File: src/rtl/pcie_phy_pkg.sv
// Shared symbol codes, enums and source-selection helpers for the PCIe TX lane scheduler.
package pcie_phy_pkg;

  localparam logic [7:0] K28_5 = 8'hBC;
  localparam logic [7:0] K28_0 = 8'h1C;
  localparam logic [7:0] K28_3 = 8'h7C;
  localparam logic [7:0] D10_2 = 8'h4A;
  localparam logic [7:0] D5_2  = 8'h45;
  localparam logic [7:0] D0_0  = 8'h00;

  localparam logic [3:0] SKP_LAST_IDX  = 4'd3;
  localparam logic [3:0] EIOS_LAST_IDX = 4'd3;
  localparam logic [3:0] TS_LAST_IDX   = 4'd15;

  typedef enum logic [1:0] {
    OS_TS1  = 2'd0,
    OS_TS2  = 2'd1,
    OS_EIOS = 2'd2,
    OS_RSVD = 2'd3
  } os_type_e;

  typedef enum logic [1:0] {
    ST_IDLE = 2'd0,
    ST_SKP  = 2'd1,
    ST_OS   = 2'd2,
    ST_DATA = 2'd3
  } sched_state_e;

  // Source priority at a boundary: SKP beats OS, OS beats data.
  function automatic sched_state_e pick_source(input logic tx_en, input logic skp_pend,
                                               input logic os_req, input logic data_avail);
    if (!tx_en)     return ST_IDLE;
    if (skp_pend)   return ST_SKP;
    if (os_req)     return ST_OS;
    if (data_avail) return ST_DATA;
    return ST_IDLE;
  endfunction

  function automatic logic [3:0] os_last_idx(input os_type_e os_type);
    return (os_type == OS_EIOS) ? EIOS_LAST_IDX : TS_LAST_IDX;
  endfunction

endpackage

File: src/rtl/pcie_tx_os_symbol.sv
// Ordered-set symbol lookup: maps set type and symbol index to the byte and K flag.
module pcie_tx_os_symbol
  import pcie_phy_pkg::*;
(
  input  os_type_e   os_type,
  input  logic [3:0] idx,
  input  logic [7:0] link_num,
  input  logic [4:0] lane_num,
  input  logic [7:0] n_fts,
  input  logic [7:0] rate_id,
  input  logic [7:0] train_ctrl,
  output logic       k,
  output logic [7:0] sym
);

  // Reserved type falls through to the TS1 filler symbol.
  always_comb begin
    k   = 1'b0;
    sym = D0_0;
    if (idx == 4'd0) begin
      k   = 1'b1;
      sym = K28_5;
    end else if (os_type == OS_EIOS) begin
      k   = 1'b1;
      sym = K28_3;
    end else begin
      case (idx)
        4'd1:    sym = link_num;
        4'd2:    sym = {3'b000, lane_num};
        4'd3:    sym = n_fts;
        4'd4:    sym = rate_id;
        4'd5:    sym = train_ctrl;
        default: sym = (os_type == OS_TS2) ? D5_2 : D10_2;
      endcase
    end
  end

endmodule

File: src/rtl/pcie_tx_symbol_sched.sv
// Per-lane TX symbol scheduler: one registered byte+K per clock from SKP, LTSSM ordered sets,
// link-layer packets or logical idle, with SKP interval timing and no set/packet interleaving.
module pcie_tx_symbol_sched
  import pcie_phy_pkg::*;
#(
  parameter int SKP_INTERVAL = 1180,
  parameter int SKP_CNT_W    = 11
) (
  input  logic       clk_i,
  input  logic       rst_ni,
  input  logic       tx_en_i,
  input  logic       os_req_i,
  input  logic [1:0] os_type_i,
  input  logic [7:0] link_num_i,
  input  logic [4:0] lane_num_i,
  input  logic [7:0] n_fts_i,
  input  logic [7:0] rate_id_i,
  input  logic [7:0] train_ctrl_i,
  output logic       os_ack_o,
  input  logic [7:0] data_i,
  input  logic       data_k_i,
  input  logic       data_valid_i,
  input  logic       data_last_i,
  output logic       data_ready_o,
  output logic [7:0] sym_o,
  output logic       sym_k_o,
  output logic       skp_sent_o,
  output logic       underrun_o
);

  localparam logic [SKP_CNT_W-1:0] SKP_TIMER_MAX = SKP_CNT_W'(SKP_INTERVAL - 1);
  localparam logic [SKP_CNT_W-1:0] SKP_TIMER_PRE = SKP_CNT_W'(SKP_INTERVAL - 2);

  sched_state_e state, state_next, eff_state;
  logic [3:0]   idx, idx_next, eff_idx;
  logic [SKP_CNT_W-1:0] skp_timer;
  logic         skp_pend;

  os_type_e     os_type_q;
  logic [7:0]   link_q, n_fts_q, rate_q, ctrl_q;
  logic [4:0]   lane_q;

  logic         data_done, set_done;
  logic         skp_start, os_start, ack_d, underrun_d;
  logic [7:0]   sym_d, os_sym;
  logic         k_d, os_k;

  always_ff @(posedge clk_i) begin
    if (!rst_ni) begin
      state <= ST_IDLE;
      idx   <= '0;
    end else begin
      state <= state_next;
      idx   <= idx_next;
    end
  end

  // IDLE is a free slot: the chosen source starts in the same cycle. A consumed last byte
  // still shows data_valid_i, so data cannot be re-chosen on that same cycle.
  always_comb begin
    eff_state = state;
    eff_idx   = idx;
    if (state == ST_IDLE) begin
      eff_state = pick_source(tx_en_i, skp_pend, os_req_i, data_valid_i);
      eff_idx   = '0;
    end
    data_done  = (eff_state == ST_DATA) && data_valid_i && data_last_i;
    set_done   = ((eff_state == ST_SKP) && (eff_idx == SKP_LAST_IDX)) ||
                 ((eff_state == ST_OS) && (eff_idx == os_last_idx(os_type_q))) ||
                 data_done;
    state_next = eff_state;
    idx_next   = '0;
    if (set_done)
      state_next = pick_source(tx_en_i, skp_pend, os_req_i, data_valid_i && !data_done);
    else if ((eff_state == ST_SKP) || (eff_state == ST_OS))
      idx_next = eff_idx + 4'd1;
  end

  always_comb begin
    sym_d        = D0_0;
    k_d          = 1'b0;
    skp_start    = (eff_state == ST_SKP) && (eff_idx == 4'd0);
    os_start     = (eff_state == ST_OS) && (eff_idx == 4'd0);
    ack_d        = (eff_state == ST_OS) && set_done && os_req_i;
    underrun_d   = (eff_state == ST_DATA) && !data_valid_i;
    data_ready_o = (eff_state == ST_DATA);
    case (eff_state)
      ST_SKP: begin
        sym_d = (eff_idx == 4'd0) ? K28_5 : K28_0;
        k_d   = 1'b1;
      end
      ST_OS: begin
        sym_d = os_sym;
        k_d   = os_k;
      end
      ST_DATA: begin
        if (data_valid_i) begin
          sym_d = data_i;
          k_d   = data_k_i;
        end
      end
      default: ;
    endcase
  end

  pcie_tx_os_symbol u_os_symbol (
    .os_type    (os_type_q),
    .idx        (eff_idx),
    .link_num   (link_q),
    .lane_num   (lane_q),
    .n_fts      (n_fts_q),
    .rate_id    (rate_q),
    .train_ctrl (ctrl_q),
    .k          (os_k),
    .sym        (os_sym)
  );

  // Symbol 0 is always COM, so fields captured on that cycle are in place from symbol 1 on.
  always_ff @(posedge clk_i) begin
    if (!rst_ni) begin
      os_type_q <= OS_TS1;
      link_q    <= '0;
      lane_q    <= '0;
      n_fts_q   <= '0;
      rate_q    <= '0;
      ctrl_q    <= '0;
    end else if (os_start) begin
      os_type_q <= os_type_e'(os_type_i);
      link_q    <= link_num_i;
      lane_q    <= lane_num_i;
      n_fts_q   <= n_fts_i;
      rate_q    <= rate_id_i;
      ctrl_q    <= train_ctrl_i;
    end
  end

  always_ff @(posedge clk_i) begin
    if (!rst_ni || !tx_en_i || skp_start) begin
      skp_timer <= '0;
      skp_pend  <= 1'b0;
    end else if (skp_timer != SKP_TIMER_MAX) begin
      skp_timer <= skp_timer + 1'b1;
      if (skp_timer == SKP_TIMER_PRE)
        skp_pend <= 1'b1;
    end
  end

  always_ff @(posedge clk_i) begin
    if (!rst_ni) begin
      sym_o      <= D0_0;
      sym_k_o    <= 1'b0;
      os_ack_o   <= 1'b0;
      skp_sent_o <= 1'b0;
      underrun_o <= 1'b0;
    end else begin
      sym_o      <= sym_d;
      sym_k_o    <= k_d;
      os_ack_o   <= ack_d;
      skp_sent_o <= skp_start;
      underrun_o <= underrun_d;
    end
  end

endmodule

File: config.mk
export PLATFORM = sky130hd
export DESIGN_NAME = pcie_tx_symbol_sched
export DESIGN_NICKNAME = d
export VERILOG_FILES = /design/src/rtl/pcie_phy_pkg.sv /design/src/rtl/pcie_tx_os_symbol.sv /design/src/rtl/pcie_tx_symbol_sched.sv
export SDC_FILE = /design/constraint.sdc
export NUM_CORES = 1
export LEC_CHECK = 0
export CAP_MARGIN = 20
export CORE_ASPECT_RATIO = 0.75
export CORE_UTILIZATION = 50
export CTS_CLUSTER_DIAMETER = 150
export DETAILED_ROUTE_END_ITERATION = 8
export PLACE_DENSITY = 0.89
export SYNTH_ARGS = -nofsm -noshare
export SYNTH_HDL_FRONTEND = slang
export SYNTH_SLANG_ARGS = --single-unit
File: constraint.sdc
create_clock -name clk_i -period 2.94 [get_ports clk_i]
set_clock_uncertainty 0.2 [all_clocks]
set_input_delay 0.588 -clock clk_i [delete_from_list [all_inputs] [get_ports clk_i]]
set_output_delay 0.588 -clock clk_i [all_outputs]
set_load 0.03 [all_outputs]
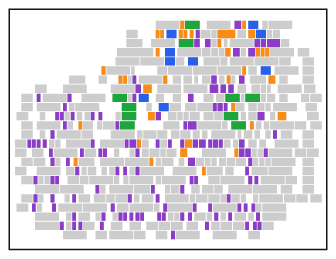
Fig. 1. Selected gate families.
Key: nand cells = purple [cells 118]; nor cells = orange [cells 35]; fa/ha/maj cells = green [cells 10]; xor and xnor cells = blue [cells 9, where top middle]
final cell count without fillers: 553
multi-input combinational area share: 39.4%
most numerous logic cell after layout: nand2_1

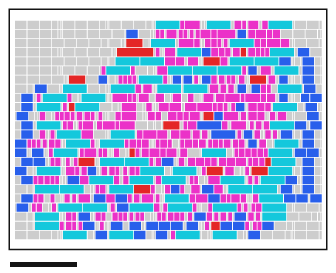
Fig. 2. Cell classes on the final placement.
Scale bar: 20 um. Fill, decap, tap and diode cells in gray.
Key: combinational and other logic = magenta [cells 305, share of their area 41%]; clock drivers and dummy loads = red [cells 16, share of their area 4.7%]; sequential cells = cyan [cells 69, share of their area 34%]; remaining buffers and delay cells = blue [cells 85, share of their area 20%]
Final Instance Area: 4170 um2
# rows: 24
register share of the cell area: 33.1%

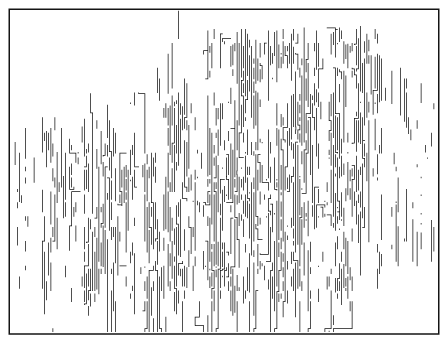
Fig. 3. The metal 2 layer.
462 nets have wire on it. The longest straight run is 26.7 um. The wires run mostly vertical. The layer carries 3890 um of wire.
met2 Usage GRT: 43.7%
Via Count: 3191
routed wire length: 8450 um

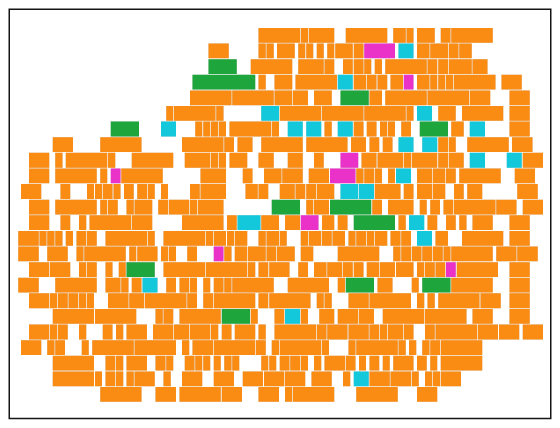
Fig. 4. Cell sizes after repair.
Key: _3 and _4 cells = cyan [cells 22, most used buf_4]; _6 and larger = green [cells 12, most used clkbuf_8]; _0 and _1 cells = orange [cells 433, most used nand2_1]; _2 cells = magenta [cells 8, most used clkinv_2]

==> registers in the layout, summed over array words and instances, names as in the netlist <==
register    count
rate_q          8
os_type_q       2
sym_k_o         1
underrun_o      1
sym_o           8
os_ack_o        1
ctrl_q          8
skp_timer      11
n_fts_q         8
idx             4
state           2
skp_sent_o      1
link_q          8
lane_q          5
skp_pend        1
==> cells in the mapped netlist (all sizes together) (3+ instances only) <==
cell type,instances,area share [%]
nand2,91,11
dfxtp,69,43
a21oi,62,9.9
nor2,26,3.1
nand3,17,2.7
clkbuf,15,1.8
o21ai,12,1.9
buf,10,2.0
ha,10,3.9
inv,8,0.94
a22oi,6,1.4
nand2b,5,0.98
nor2b,5,0.98
xnor2,5,1.4
o211ai,4,0.94
or3,4,0.79
xor2,4,1.1
a221o,3,0.94
a221oi,3,0.83
a222oi,3,0.94
a31oi,3,0.59
and3,3,0.75
o21a,3,0.71
==> how the worst min path moves through the flow <==
stage,endpoint,cells after the start
after floorplan,rate_q[1],2
after global placement,ctrl_q[5],2
after detailed placement,rate_q[6],2
after CTS,rate_q[6],2
after global routing,rate_q[6],2
final,link_q[3],2
==> kinds of logic after synthesis <==
logic type	synth area share, %
xor gates and xnor gates	2.48
DFF	43.4
and+or+nand+nor	23.3
adders and majority gates	3.94
buffers and inverters	4.88
muxes	0.315
AOI/OAI and AO/OA	21.7
==> through the flow <==
stage | worst slack (ns) | cell area [um2]
finish | 0.114 | 4170
floorplan | 0.346 | 3180
global placement | 0.0608 | 3970
global route | 0.0442 | 4170
detailed placement | -0.0656 | 3970
CTS | 0.114 | 4170
==> worst max-delay path: stages <==
cell and delay, ns:
clkdlybuf4s50_1 0.48, nor2b_1 0.20, o21ai_0 0.12, o21bai_1 0.20
ha_1 0.19, buf_4 0.11, buf_4 0.15
==> area by class of cell <==
class / instances / area, um2 / share of cell area, %
clock buffer: 9 / 124 / 2.97
clock inverter: 7 / 66.3 / 1.59
inverter: 9 / 33.8 / 0.810
multi-input combinational: 296 / 1640 / 39.4
sequential: 69 / 1380 / 33.1
tap: 78 / 97.6 / 2.34
timing repair buffer: 85 / 826 / 19.8
==> where the power goes <==
group / total (uW) / internal (uW) / switching [uW]
Combinational: 451 / 207 / 244
Sequential: 1040 / 1000 / 37.7
Clock: 743 / 386 / 357
==> routing by layer <==
metal	routed length, um	vias up	GRT usage (%)
met1	3610	1470	35.7
met2	3890	182	43.7
met3	816	16	8.71
met5	0	-	0
li1	-	1523	-
met4	133	0	7.35
==> out/qor.txt <==
outcome: complete, no violations
critical path class: in2out
Tot GR Track Use: 27.3%
nets: 534
synthesized instance count: 399
clock slew at reported path FFs: 0.07 ns
Worst EP arrival: 2.04 ns
buffers added on ports: 66
final core occ: 69.8%
Max Fclk: 354 MHz
#FFs+latches synth: 69
Antenna Nets Post-Route: 0
CP startpoint: tx_en_i
Async SR Flop Fraction: 0%
via count of the first global-routing pass: 3017
Initial DRC Count: 369
post_cts resized: 0
CTS tree: built
clk sinks: 69
drt drc: 0
reg2reg end: sym_o[1]
YS chip area: 3180 um2
Hold/Removal Path Class: reg2reg
Final Cycle Share: 96.1%
Final Hold Violation Tally: 0
Commonest flop: dfxtp_1
Max clock buf depth: 2
# Max-Cap Violations: 0
core area: 5980 um2
number of setup buffers added after CTS: 1
Avg Synthesized Cell Area: 7.97 um2
# setup viols final: 0
first-pass GRT wire length: 14100 um
Num CTS Buffers: 9
R2R depth: 9
Die X-Extent: 94.1 um
post-DR vias/cell: 5.77
Critical Path End Type: output port
Final min period: 2.83 ns
worst setup path endpoint: data_ready_o
R2R Path Start: state[1]
total die size: 6680 um2
antenna violations before repair: 0
RSZ-0062 raised after global routing: false
yosys cell count: 399
WL per Instance: 15.3 um
Root Buffer: clkbuf_8
largest net degree at the start of global routing: 42
hpwl dp: 6120 um
DRT Pass-1 Iters: 5
most frequent cells in the layout: nand2_1 (91), dfxtp_1 (69), clkdlybuf4s50_1 (65)
antenna cells: 0
worst endpoint required time: 2.15 ns
filler cell count: 470
CTS HTree Levels: 3
VDD IR max: 0.000254 V
Synth cell types: 51
Worst setup SP type: primary input
Die Y-Extent: 71.1 um
Net Count, Synth: 463
max-slew violations: 0
Fin Hold WS: 0.260 ns
Log Warnings: 33
Clk Latency, worst-skew pair: 0.35 ns
worst-path maximum fanout: 3
Tightest Pin Transition: 0.417 ns
Fin Setup TNS: 0 ns
worst hold start: link_q[3]
Area growth syn-to-layout: 31.2%
r2r setup slk: 0.37 ns
Leakage: 0.00161 uW
Slew headroom: 72.2%
Top Ports: 67
number of enable flip-flop cells: 0
Synth Warn #: 0
CTS hold repair buffers: 0
post-synthesis sequential area ratio: 43.4%
layout cell share with drive strength beyond 1: 8.84%
routability cong.: 0.884
Placed Cells: 536
Pwr Total: 2240 uW
Overflow after GRT: 0
Pre-Place Util: 53.2%
Syn Std Cell Area: 3180 um2
pwr dens: 536 nW/um2
Power figures rest on the tool's default switching activity, not on a simulated workload.
